## config.mk

```make
export PLATFORM = sky130hd
export DESIGN_NAME = branch_checkpoint_table
export DESIGN_NICKNAME = d
export VERILOG_FILES = /design/src/rtl/nand_cpu_pkg.sv /design/src/rtl/bct_entry.sv /design/src/rtl/branch_checkpoint_table.sv
export SDC_FILE = /design/constraint.sdc
export NUM_CORES = 1
export LEC_CHECK = 0
export CAP_MARGIN = 20
export CORE_MARGIN = 3
export CORE_UTILIZATION = 50
export DETAILED_ROUTE_END_ITERATION = 16
export PLACE_DENSITY = 0.72
export SLEW_MARGIN = 25
export SYNTH_ARGS = -nofsm -noshare
export SYNTH_HDL_FRONTEND = slang
export SYNTH_HIERARCHICAL = 1
export SYNTH_SLANG_ARGS = --single-unit
export TNS_END_PERCENT = 100
```

## constraint.sdc

```tcl
create_clock -name clk -period 9.05 [get_ports clk]
set_input_delay 1.81 -clock clk [delete_from_list [all_inputs] [get_ports clk]]
set_output_delay 1.81 -clock clk [all_outputs]
set_load 0.03 [all_outputs]
```

## src/rtl/nand_cpu_pkg.sv

```systemverilog
// Shared rename-snapshot types for the branch checkpoint table.
// Register-file sizes come from NUM_D_REG / NUM_S_REG / ROB_LENGTH if the build defines them.
`ifndef NUM_D_REG
`define NUM_D_REG 32
`endif
`ifndef NUM_S_REG
`define NUM_S_REG 8
`endif
`ifndef ROB_LENGTH
`define ROB_LENGTH 16
`endif

package nand_cpu_pkg;
    localparam int NUM_CP_DEFAULT = 4;
    localparam int D_REGS  = `NUM_D_REG;
    localparam int S_REGS  = `NUM_S_REG;
    localparam int ROB_LEN = `ROB_LENGTH;
    localparam int CP_TW   = $clog2(NUM_CP_DEFAULT);
    localparam int DREG_W  = $clog2(D_REGS);
    localparam int SREG_W  = $clog2(S_REGS);
    localparam int ROB_W   = $clog2(ROB_LEN);

    typedef logic [CP_TW-1:0] cp_tag_t;

    typedef struct packed {
        logic [D_REGS-1:0]    r_free;
        logic [S_REGS-1:0]    s_free;
        logic [16*DREG_W-1:0] d_trans;
        logic [SREG_W-1:0]    s_trans;
        logic [ROB_W-1:0]     rob_tail;
    } cp_entry_t;
endpackage

```

## src/rtl/bct_entry.sv

```systemverilog
// One rename snapshot slot; keeps its free lists current with registers freed by commit.
module bct_entry
    import nand_cpu_pkg::*;
(
    input  logic              clk,
    input  logic              rst,
    input  logic              wr_en,
    input  cp_entry_t         wr_data,
    input  logic              fix_en,
    input  logic              d_free_valid,
    input  logic [DREG_W-1:0] d_free_preg,
    input  logic              s_free_valid,
    input  logic [SREG_W-1:0] s_free_preg,
    output cp_entry_t         data
);
    cp_entry_t nxt;

    // A snapshot being written this cycle must also see this cycle's frees.
    always_comb begin
        nxt = wr_en ? wr_data : data;
        if (fix_en || wr_en) begin
            if (d_free_valid) nxt.r_free[d_free_preg] = 1'b1;
            if (s_free_valid) nxt.s_free[s_free_preg] = 1'b1;
        end
    end

    always_ff @(posedge clk or posedge rst) begin
        if (rst) data <= '0;
        else     data <= nxt;
    end
endmodule

```

## src/rtl/branch_checkpoint_table.sv

```systemverilog
// Circular table of per-branch rename snapshots with zero-latency mispredict recovery.
// Optional BCT_PERF_EN adds saturating mispredict / full-stall counters.
module branch_checkpoint_table
    import nand_cpu_pkg::*;
#(
    parameter int NUM_CP     = NUM_CP_DEFAULT,
    parameter int NUM_D_REG  = D_REGS,
    parameter int NUM_S_REG  = S_REGS,
    parameter int ROB_LENGTH = ROB_LEN
) (
    input  logic                            clk,
    input  logic                            rst,
    input  logic                            alloc_req,
    input  logic [NUM_D_REG-1:0]            snap_r_free_list,
    input  logic [NUM_S_REG-1:0]            snap_s_free_list,
    input  logic [16*$clog2(NUM_D_REG)-1:0] snap_d_translation,
    input  logic [$clog2(NUM_S_REG)-1:0]    snap_s_translation,
    input  logic [$clog2(ROB_LENGTH)-1:0]   snap_rob_tail,
    output logic                            alloc_ack,
    output logic [$clog2(NUM_CP)-1:0]       alloc_tag,
    output logic                            full,
    input  logic                            resolve_valid,
    input  logic [$clog2(NUM_CP)-1:0]       resolve_tag,
    input  logic                            resolve_mispredict,
    input  logic                            commit_d_free_valid,
    input  logic [$clog2(NUM_D_REG)-1:0]    commit_d_free_preg,
    input  logic                            commit_s_free_valid,
    input  logic [$clog2(NUM_S_REG)-1:0]    commit_s_free_preg,
    output logic                            recover_valid,
    output logic [NUM_D_REG-1:0]            frl_r_free_list_cp,
    output logic [NUM_S_REG-1:0]            frl_s_free_list_cp,
    output logic [16*$clog2(NUM_D_REG)-1:0] tt_d_translation_cp,
    output logic [$clog2(NUM_S_REG)-1:0]    tt_s_translation_cp,
    output logic [$clog2(ROB_LENGTH)-1:0]   rob_tail_cp
`ifdef BCT_PERF_EN
    ,
    output logic [31:0]                     perf_mispredicts,
    output logic [31:0]                     perf_full_stalls
`endif
);
    localparam int TAG_W = $clog2(NUM_CP);

    logic [NUM_CP-1:0] valid, valid_nxt;
    logic [TAG_W-1:0]  head, tail, tag_off, off_i;
    logic [TAG_W:0]    count;
    logic              mp, ok_res, retire;
    cp_entry_t         snap, sel;
    cp_entry_t         ent [NUM_CP];

    assign full      = (count == (TAG_W+1)'(NUM_CP));
    assign mp        = resolve_valid & resolve_mispredict & valid[resolve_tag];
    assign ok_res    = resolve_valid & ~resolve_mispredict & valid[resolve_tag];
    assign alloc_ack = alloc_req & ~full & ~mp;
    assign alloc_tag = tail;
    assign tag_off   = resolve_tag - head;

    assign snap = '{r_free:   snap_r_free_list,
                    s_free:   snap_s_free_list,
                    d_trans:  snap_d_translation,
                    s_trans:  snap_s_translation,
                    rob_tail: snap_rob_tail};

    // Flush range is measured as an age offset from head, so a full table
    // (head == tail) flushes correctly from resolve_tag to the youngest entry.
    always_comb begin
        valid_nxt = valid;
        off_i     = '0;
        if (alloc_ack) valid_nxt[tail] = 1'b1;
        if (ok_res)    valid_nxt[resolve_tag] = 1'b0;
        if (mp) begin
            for (int i = 0; i < NUM_CP; i++) begin
                off_i = TAG_W'(i) - head;
                if (off_i >= tag_off && {1'b0, off_i} < count) valid_nxt[i] = 1'b0;
            end
        end
        retire = !mp && (count != '0) && !valid_nxt[head];
    end

    always_ff @(posedge clk or posedge rst) begin
        if (rst) begin
            valid <= '0;
            head  <= '0;
            tail  <= '0;
            count <= '0;
        end else begin
            valid <= valid_nxt;
            if (mp) begin
                tail  <= resolve_tag;
                count <= {1'b0, tag_off};
            end else begin
                if (alloc_ack) tail <= tail + 1'b1;
                if (retire)    head <= head + 1'b1;
                count <= count + {{TAG_W{1'b0}}, alloc_ack} - {{TAG_W{1'b0}}, retire};
            end
        end
    end

    for (genvar g = 0; g < NUM_CP; g++) begin : g_entry
        bct_entry u_entry (
            .clk          (clk),
            .rst          (rst),
            .wr_en        (alloc_ack && (tail == TAG_W'(g))),
            .wr_data      (snap),
            .fix_en       (valid[g]),
            .d_free_valid (commit_d_free_valid),
            .d_free_preg  (commit_d_free_preg),
            .s_free_valid (commit_s_free_valid),
            .s_free_preg  (commit_s_free_preg),
            .data         (ent[g])
        );
    end

    always_comb begin
        sel                = ent[resolve_tag];
        frl_r_free_list_cp = sel.r_free;
        frl_s_free_list_cp = sel.s_free;
        if (commit_d_free_valid) frl_r_free_list_cp[commit_d_free_preg] = 1'b1;
        if (commit_s_free_valid) frl_s_free_list_cp[commit_s_free_preg] = 1'b1;
        tt_d_translation_cp = sel.d_trans;
        tt_s_translation_cp = sel.s_trans;
        rob_tail_cp         = sel.rob_tail;
    end

    assign recover_valid = mp;

`ifdef BCT_PERF_EN
    always_ff @(posedge clk or posedge rst) begin
        if (rst) begin
            perf_mispredicts <= '0;
            perf_full_stalls <= '0;
        end else begin
            if (mp && perf_mispredicts != '1)
                perf_mispredicts <= perf_mispredicts + 32'd1;
            if (alloc_req && full && perf_full_stalls != '1)
                perf_full_stalls <= perf_full_stalls + 32'd1;
        end
    end
`endif
endmodule

```

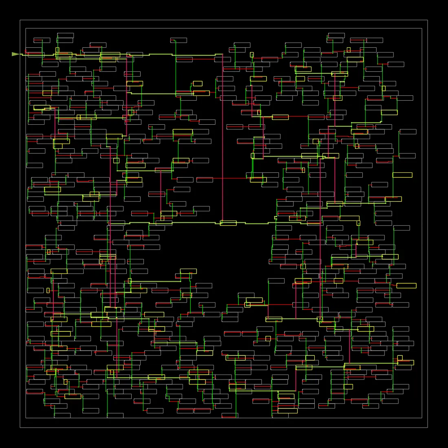
Fig. 1. The clock network (run 1).
CTS Buf Count: 55
Worst Skew: 0.0198 ns

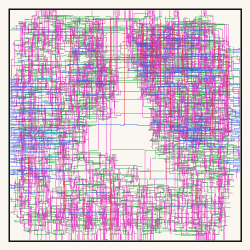
Fig. 2. Routed metal, one color a layer (run 1).
(1 px per um)
Key: metal 2 = magenta [wire length 33.5 mm]; metal 5 = cyan [wire length 62.6 um]; metal 4 = red [wire length 1740 um]; metal 1 = green [wire length 28.5 mm]; metal 3 = blue [wire length 5990 um]

==> reports/qor.csv, run 1 <==
metric;value;unit
count of cell types in the netlist;60;
minimum clock period;6.35;ns
IO Count;276;
outcome;finished, final reports clean;
drt first pass iters;5;
Top cells by area;dfrtp_1 (52%), mux4_2 (11%), mux2_2 (10%), mux2i_1 (6.6%), mux2_1 (5.5%);
Rows;81;
Min Hold Slack;0.480;ns
worst-case hold path end point;g_entry[3].u_entry/data[61]$_DFFE_PP0P_;
# Cells Yosys;1719;
Core Area;0.0494;mm^2
adder-cell share of the synthesized area;0.775;%
Comb pwr share;40.8;%
CTS H-tree lvls;2;
Psw;3.86;mW
reg2reg start;valid[3]$_DFF_PP0_;
gr busiest metal;met2;
Die Size;0.0531;mm^2
antenna violations before repair;6;
Initial Util;51.0;%
Tcrit/Tclk final;70.2;%
logic area;0.0115;mm^2
critical path arrival;4.54;ns
CTS Sinks;519;
post-cts sizing count;0;
yosys warns;6;
Total Routed Length;69.8;mm
Commonest flop;dfrtp_1;
Worst setup EP type;primary output;
Fin Setup TNS;0;ns
# fillers;3729;
Clock Latency Late Sink;0.60;ns
vias per cell;6.29;
Multiplexer share;33.3;%
grt total ovfl;0;
PwrDens;370;mW/mm^2
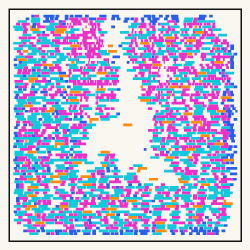
Fig. 3. Placed cells, one color a class (run 1).
(1 px per um)
Key: remaining buffers and delay cells = blue [cells 295, share of their area 9.9%]; clock drivers and dummy loads = orange [cells 103, share of their area 6.9%]; combinational and other logic = magenta [cells 1084, share of their area 39%]; sequential cells = cyan [cells 519, share of their area 44%]

-- run 1: critical path, cell delays in order --
cell	delay, ns
clkbuf_8	0.54
buf_4	0.62
mux4_2	0.57
o21bai_1	0.21
clkdlybuf4s50_1	0.64
-- run 1: metrics by stage --
stage | power, mW | cell area, um^2 | utilization [%] | std cells
2_1_floorplan | 7.23 | 25200 | - | 1719
3_3_place_gp | 8.59 | 28400 | 57.5 | 2561
3_5_place_dp | 8.78 | 28400 | 57.5 | 2561
4_1_cts | 11.3 | 30400 | 61.7 | 2664
5_1_grt | 11.8 | 30400 | 61.7 | 2665
6_report | 11.3 | 30400 | 61.7 | 2666
-- run 1: flip-flops by register name, indices dropped and copies added, names as in the netlist --
register / cells
head: 2
g_entry.u_entry/data: 508
alloc_tag: 2
count: 3
valid: 4
Fig. 4: run 1, pin map
(1.5 px per um) Pins as bars across the die edge, other pins in gray.
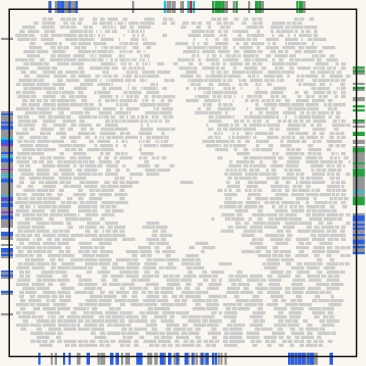

## Run 2: what changed since run 1
- PLACE_DENSITY: 0.72 -> 0.75
- clock period: 9.05 -> 5.83 ns (I/O delays scaled with it)
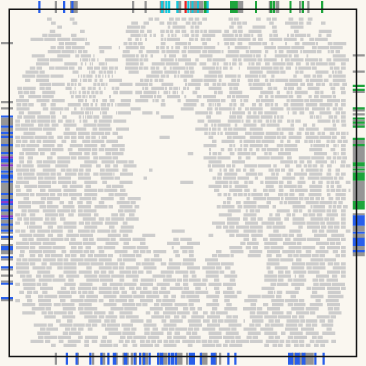
Fig. 5. Pin map (run 2).
(1.5 px per um) Pins as bars across the die edge, other pins in gray.
Key: `snap_r_free_list` = green [pins 32, direction input, edge 19 right, 13 top]; `commit_s_free_valid` = red [pins 1, direction input, edge top]; `snap_s_free_list` = cyan [pins 8, direction input, edge top]; `tt_d_translation_cp` = blue [pins 80, direction output, edge 40 bottom, 26 left, 11 right, 3 top]; `rob_tail_cp` = purple [pins 4, direction output, edge left]
All pins by edge: 78 bottom, 77 left, 69 right, 52 top.

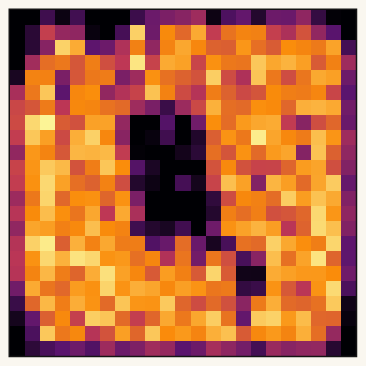
Fig. 6. Cell area per tile (run 2).
(1.5 px per um) 23 x 23 tiles, from black (low) to pale yellow (high), 0 to 100% covered.
30% of the tiles are over 75% full. The fullest tile reaches 98%. The emptiest ninth of the die: middle. 7.0% of the tiles are nearly empty.

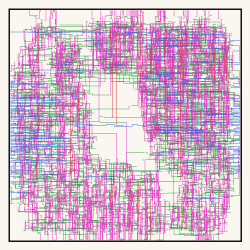
Fig. 7. Routed metal, one color a layer (run 2).
(1 px per um)
Key: metal 4 = red [wire length 1800 um]; metal 1 = green [wire length 27.9 mm]; metal 2 = magenta [wire length 33.5 mm]; metal 5 = cyan [wire length 44.2 um]; metal 3 = blue [wire length 5200 um]

==> run 2 against run 1 <==
Synthesized area is the same. Utilization shrank 0.14 points. Final cell count grew 0.15%. Combinational power grew 55%. Die size is the same. Via count shrank 0.66%. Sequential share of layout area grew 0.10 points. Register-to-register slack lost 2.7 ns. Global-route usage shrank 0.45 points. Highest routed layer unchanged.
==> reports/qor.csv, run 2 <==
metric;value;unit
outcome;finished, final reports clean;
biggest regs;g_entry.u_entry/data x508, valid x4, count x3;
area post-placement;0.0285;mm^2
Psw;5.91;mW
Worst Skew;0.0128;ns
Commonest flop;dfrtp_1;
Die Size;0.0531;mm^2
Non-Filler Instances;2670;
Total Routed Length;68.5;mm
Power Total;17.0;mW
Initial Util;51.0;%
Core Area;0.0494;mm^2
most flop-heavy register;g_entry.u_entry/data;
grt total ovfl;0;
Top cells by area;dfrtp_1 (52%), mux4_2 (11%), mux2_2 (10%), mux2i_1 (6.6%), mux2_1 (5.5%);
CTS H-tree lvls;2;
vias per cell;6.24;
post-cts sizing count;0;
max reg flops;508;
slowest stage delay, CP;0.83;ns
CTS Buf Count;54;
worst-case hold path end point;g_entry[2].u_entry/data[77]$_DFFE_PP0P_;
CP Cell Sequence;buf_6 > buf_4 > mux4_2 > a41o_1 > clkdlybuf4s50_1;
Tcrit/Tclk final;81.6;%
IO Count;276;
## run 2: cell type report
class                           instances  area [um^2]  area share [%]
Inverter                               30          133           0.437
Tap cell                              664          831            2.74
Clock inverter                         11          126           0.416
Clock buffer                           85         1690            5.56
Timing Repair Buffer                  305         3090            10.2
Sequential cell                       519        13000            42.8
Antenna cell                            2         5.00          0.0165
Multi-Input combinational cell       1054        11500            37.9
## run 2: kinds of logic after synthesis
logic type,after synthesis
muxes,638
DFF,519
AOI/OAI and AO/OA,260
buffers and inverters,146
and+or+nand+nor,133
adders and majority gates,15
xor gates and xnor gates,8
## run 2: routing by layer
layer	vias to the layer above	global-route usage [%]	part of all wire, %
met5	-	0	0.064
met4	8	8.05	2.6
met3	127	6.44	7.6
met2	624	43.0	49
met1	8780	34.0	41
li1	7120	-	-
Fig. 8: run 2, placed cells, one color a class
(1 px per um)
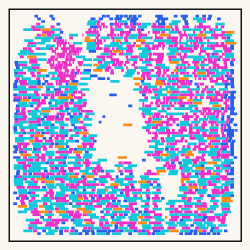

## Run 3: what changed since run 2
- clock period: 5.83 -> 4 ns (I/O delays scaled with it)
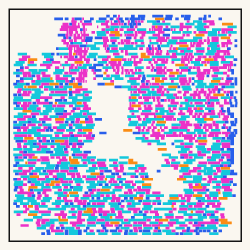
Fig. 9. Placed cells, one color a class (run 3).
(1 px per um)
Key: sequential cells = cyan [cells 519, share of their area 44%]; combinational and other logic = magenta [cells 1084, share of their area 39%]; clock drivers and dummy loads = orange [cells 96, share of their area 6.0%]; remaining buffers and delay cells = blue [cells 324, share of their area 11%]

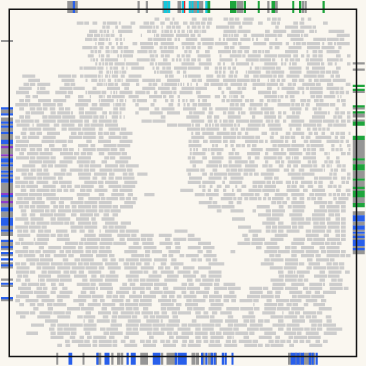
Fig. 10. Pin map (run 3).
(1.5 px per um) Pins as bars across the die edge, other pins in gray.
Key: `snap_s_free_list` = cyan [pins 8, direction input, edge top]; `snap_r_free_list` = green [pins 32, direction input, edge 19 right, 13 top]; `tt_d_translation_cp` = blue [pins 80, direction output, edge 39 bottom, 29 left, 11 right, 1 top]; `commit_s_free_valid` = red [pins 1, direction input, edge top]; `rob_tail_cp` = purple [pins 4, direction output, edge left]
All pins by edge: 79 left, 77 bottom, 69 right, 51 top.

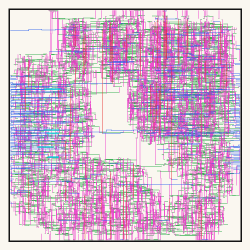
Fig. 11. Routed metal, one color a layer (run 3).
(1 px per um)
Key: metal 3 = blue [wire length 5580 um]; metal 4 = red [wire length 2080 um]; metal 2 = magenta [wire length 33.5 mm]; metal 1 = green [wire length 27.6 mm]; metal 5 = cyan [wire length 64.4 um]

==> run 3 against run 2 <==
Utilization is 0.46 points higher. Clock skew is 0.0084 ns higher. Via count is 0.69% higher. Sequential share of layout area is 0.31 points lower. First-iteration DRC count is 23% lower. Largest power group unchanged. Global-route usage hardly changed. Non-clock buffer count is 19 higher. Die size stayed put. Sequential power is 45% higher. Clock power is 46% higher.
==> reports/qor.csv, run 3 <==
metric;value;unit
yosys warns;6;
# Cells Yosys;1719;
Final clock-cell share;5.82;%
biggest regs;g_entry.u_entry/data x508, valid x4, count x3;
Non-clk bufs;324;
Total Routed Length;68.8;mm
worst-case hold path end point;g_entry[2].u_entry/data[63]$_DFFE_PP0P_;
Layout non-clock buf frac;10.9;%
PwrDens;819;mW/mm^2
logic area;0.0115;mm^2
ANT cells;2;
most flop-heavy register;g_entry.u_entry/data;
Levels on crit path;5;
CTS Sinks;519;
outcome;finished, final reports clean;
met3 Use GR;7.08;%
Core Area;0.0494;mm^2
CTS Buf Count;54;
Top Layer Used;met5;
Min Hold Slack;0.478;ns
Clock Latency Late Sink;0.60;ns
Detail Route met2 WL;33.5;mm
grt total ovfl;0;
Die Size;0.0531;mm^2
CP Cell Sequence;clkdlybuf4s50_1 > buf_4 > nand3b_1 > o21bai_1 > buf_12;
GRT met1 Usage;33.3;%
GR Util met2;42.9;%
vias per cell;6.24;
Initial Util;51.0;%
reg2reg start;valid[3]$_DFF_PP0_;
critical path arrival;2.79;ns
flop count;519;
max reg flops;508;
CP bufs+invs;3;
Top cells by area;dfrtp_1 (52%), mux4_2 (11%), mux2_2 (10%), mux2i_1 (6.6%), mux2_1 (5.5%);
==> run 3: netlist changes by cell type in the layout (fill, tap and decap cells not counted), moves of 10 or more <==
| cell | delta |
|---|---|
| clkbuf_8 | -10 |
| buf_4 | +40 |
| clkdlybuf4s50_1 | -38 |
| buf_12 | +17 |
==> run 3: where the power goes <==
part           internal [mW]  total [mW]  switching (mW)  leakage (nW)
Combinational           5.38        10.6            5.25          4.97
Clock                   2.99        5.06            2.07         0.880
Sequential              7.97        9.38            1.41          6.11
==> run 3: through the flow <==
step | instance area [um^2] | instances
floorplan | 25200 | 1719
global placement | 28800 | 2591
detailed placement | 28800 | 2591
CTS | 30600 | 2687
global route | 30600 | 2688
finish | 30600 | 2689
Power is estimated from default activity; no workload was simulated.
